--- config.mk ---
export PLATFORM = sky130hd
export DESIGN_NAME = bcd_counter_n
export DESIGN_NICKNAME = d
export VERILOG_FILES = /design/src/rtl/bcd_counter_n.sv
export SDC_FILE = /design/constraint.sdc
export NUM_CORES = 1
export LEC_CHECK = 0
export CAP_MARGIN = 20
export CORE_ASPECT_RATIO = 1.1
export CORE_MARGIN = 1.5
export CORE_UTILIZATION = 45
export CTS_CLUSTER_SIZE = 10
export DETAILED_ROUTE_END_ITERATION = 12
export PLACE_DENSITY_LB_ADDON = 0.25
export SKIP_CTS_REPAIR_TIMING = 1
export SLEW_MARGIN = 20
export SYNTH_ARGS = -nofsm -noshare
export SYNTH_HDL_FRONTEND = slang
export SYNTH_SLANG_ARGS = --single-unit
export TNS_END_PERCENT = 20
--- constraint.sdc ---
create_clock -name clock -period 2.6 [get_ports clock]
set_clock_uncertainty 0.2 [all_clocks]
set_input_delay 0.78 -clock clock [delete_from_list [all_inputs] [get_ports clock]]
set_output_delay 0.78 -clock clock [all_outputs]
set_load 0.05 [all_outputs]
--- src/rtl/bcd_counter_n.sv ---
// Cascaded BCD up/down counter with DIGITS decades, in one of two modes: it
// wraps at the terminal value, or it halts there until the next load.
module bcd_counter_n #(
  parameter int DIGITS = 2,
  parameter int WRAP   = 1
) (
  input  logic                  clock,
  input  logic                  reset,
  input  logic                  enable,
  input  logic                  load,
  input  logic                  up,
  input  logic [4*DIGITS-1:0]   load_value,
  output logic [4*DIGITS-1:0]   count,
  output logic                  terminal,
  output logic                  done
);

  localparam int W = 4 * DIGITS;
  localparam bit WRAP_MODE = (WRAP != 0);

  logic [W-1:0] step_count;
  logic [W-1:0] load_sat;
  logic [W-1:0] term_value;
  logic         at_term;
  logic         next_term;

  // One full ripple step across every decade, plus a load value clamped to 0..9 per digit.
  always_comb begin
    logic       carry;
    logic [3:0] d;
    logic [3:0] ld;
    step_count = count;
    load_sat   = '0;
    carry      = 1'b1;
    d          = 4'd0;
    ld         = 4'd0;
    for (int k = 0; k < DIGITS; k++) begin
      d  = count[4*k +: 4];
      ld = load_value[4*k +: 4];
      if (carry) begin
        if (up) begin
          if (d >= 4'd9) begin
            step_count[4*k +: 4] = 4'd0;
          end else begin
            step_count[4*k +: 4] = d + 4'd1;
            carry = 1'b0;
          end
        end else begin
          if (d == 4'd0) begin
            step_count[4*k +: 4] = 4'd9;
          end else begin
            step_count[4*k +: 4] = d - 4'd1;
            carry = 1'b0;
          end
        end
      end
      load_sat[4*k +: 4] = (ld > 4'd9) ? 4'd9 : ld;
    end
  end

  assign term_value = up ? {DIGITS{4'h9}} : '0;
  assign at_term    = (count == term_value);
  assign next_term  = (step_count == term_value);

  // Halt mode: a step out of the terminal value is blocked rather than taken;
  // reaching the terminal value by stepping latches done.
  always_ff @(posedge clock or negedge reset) begin
    if (!reset) begin
      count    <= '0;
      terminal <= 1'b0;
      done     <= 1'b0;
    end else if (load) begin
      count    <= load_sat;
      terminal <= 1'b0;
      done     <= 1'b0;
    end else if (enable) begin
      if (WRAP_MODE) begin
        count    <= step_count;
        terminal <= at_term;
        done     <= 1'b0;
      end else if (done) begin
        terminal <= 1'b0;
      end else if (at_term) begin
        terminal <= 1'b1;
        done     <= 1'b1;
      end else begin
        count    <= step_count;
        terminal <= next_term;
        done     <= next_term;
      end
    end else begin
      terminal <= 1'b0;
    end
  end

endmodule

Figure 1. PDN straps and rails.
Scale: 10 px per µm. Pins as bars on the die edge.
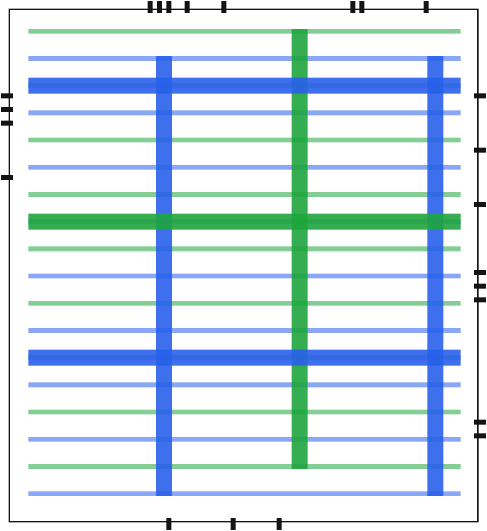
| colour | net |
|---|---|
| blue | VSS |
| green | VDD |
signal pins: 23
rows: 17
met5 straps: 3

Figure 2. Placed standard cells.
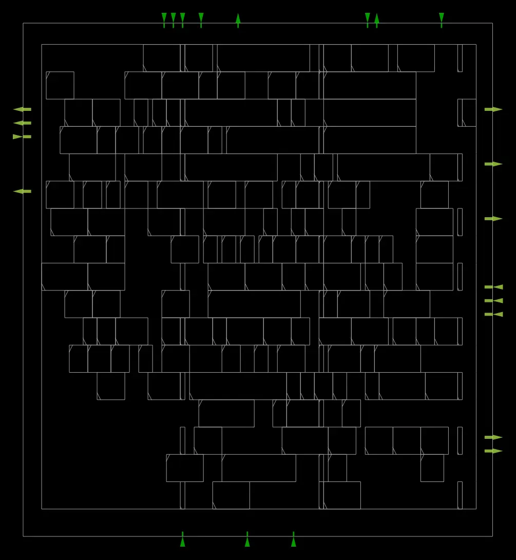
Seq area share: 18.4%
cell row count: 17
Core Region: 0.00200 mm²
registers: 9

==> ci_impl_report.md <==
## Implementation flow summary

| Metric | Value |
|---|---|
| Worst Path Class, Setup | flip-flop to primary output |
| Mi-comb count | ~90 |
| Placed instance area | 0.00119 mm² |
| Crit path setup slack, layout | approximately 230 ps |
| Core Util at FP | 47.3% |
| Max IR drop VDD | 382 µV |
| Clk Tree Root Cell | clkbuf_4 |
| I/O Pins | 23 |
| Seq cells post-synth | 9 |
| Pre-antenna DRT Iters | 4 |
| Yosys stat chip area | 946 µm² |
| CP Capture Point | terminal |
| Number of global-route vias before repair | approximately 940 |
| Ys cells | 119 |
| Routed met3 length | 129 µm |
| WHS Endpoint | terminal |
| Final cell count without fillers | 171 |
| Max cap viols | 0 |
| Area Growth Syn to Fin | 29.1% |
| Largest net degree at the start of global routing | 17 |
| WHS Path Cells | 4 |
| CTS H-tree depth | 1 |
| GRT Residual Overflow | 0 |
| Comb area share | 52.3% |
| Max-slew violation count | 0 |
| Slowest stage cell, crit path | clkdlybuf4s50_1 |
| Final HPWL DP | 1860 µm |
| Die height | 51.1 µm |
| Max Fclk | 422 MHz |
| Average routed wire per standard cell | 14.7 µm |
| Slowest cell delay on critical path | 790 ps |
| TAP cells | 28 |
| Signal buf overhead | 20.9% |
| Most frequent cells in the layout | nor2_1 (14), buf_4 (14), clkdlybuf4s50_1 (13) |
| Antenna violations before repair | 0 |
| Top logic family | AND-OR/OR-AND gates |
| Met3 GRT Util | 3.53% |
| Syn nets | about 140 |
| Pleak | around 0.00052 µW |
| Count leader, synth | nor2_1 |
| Largest reg by FF count | count |
| Clk. pwr | ~110 µW |
| Seq group | 223 µW |
| Top sig layer | met4 |
| Fraction of layout cells with a size suffix above 1 | 16.8% |
| Max-area cell share | 23.8% |
| Biggest regs | count: 8 flops, terminal: 1 flops |
| Fin nets | 164 |
| Pwr per Cell Area | 586 mW/mm² |
| Met1 wire length | approximately 1100 µm |
| Top area cell types | dfrtp_1 (24%), ha_1 (9.3%), nor2_1 (5.6%) |
| Vias | 1025 |
| Slew @ Worst Pin | 531 ps |
| Layout Utilization | 61.1% |
| Non-Clock Inverter Count | 11 |
| OpenROAD warning count | 31 |
| Final period util | 91.2% |
| Logic area | roughly 640 µm² |
| Worst EP arrival | 1390 ps |
| Leading cell kind | logic gates |
| Hold WC Path Type | flip-flop to flip-flop |
| Most common reg cell | dfrtp_1 |
| Routing usage on met1 | 31.3% |
| Sw Pwr | approximately 340 µW |
| DRC violations left | 0 |
| Unrepaired setup endpoints after global routing | false |
| Final hold violations | 0 |
| Top cells by instance count after synthesis | nor2_1 (14), inv_1 (10), dfrtp_1 (9), o21ai_0 (9), a21oi_1 (8) |
| Yosys warns | 0 |
| Metal2 WL | ~1200 µm |
| Max FFs per register | 8 |
| Status | finished clean |
| Origin of the worst setup path | terminal |
| Repair and plain buffers | 28 |
| Asr flop ratio synth | 100% |
| Compound Share, Synth | 31.1% |
| Required time worst endpoint | 1620 ps |
| CP cell instances | clkdlybuf4s50_1 |
| Clock Buffer Count | 4 |
No activity file was given, so power comes from the tool's default toggle rates.
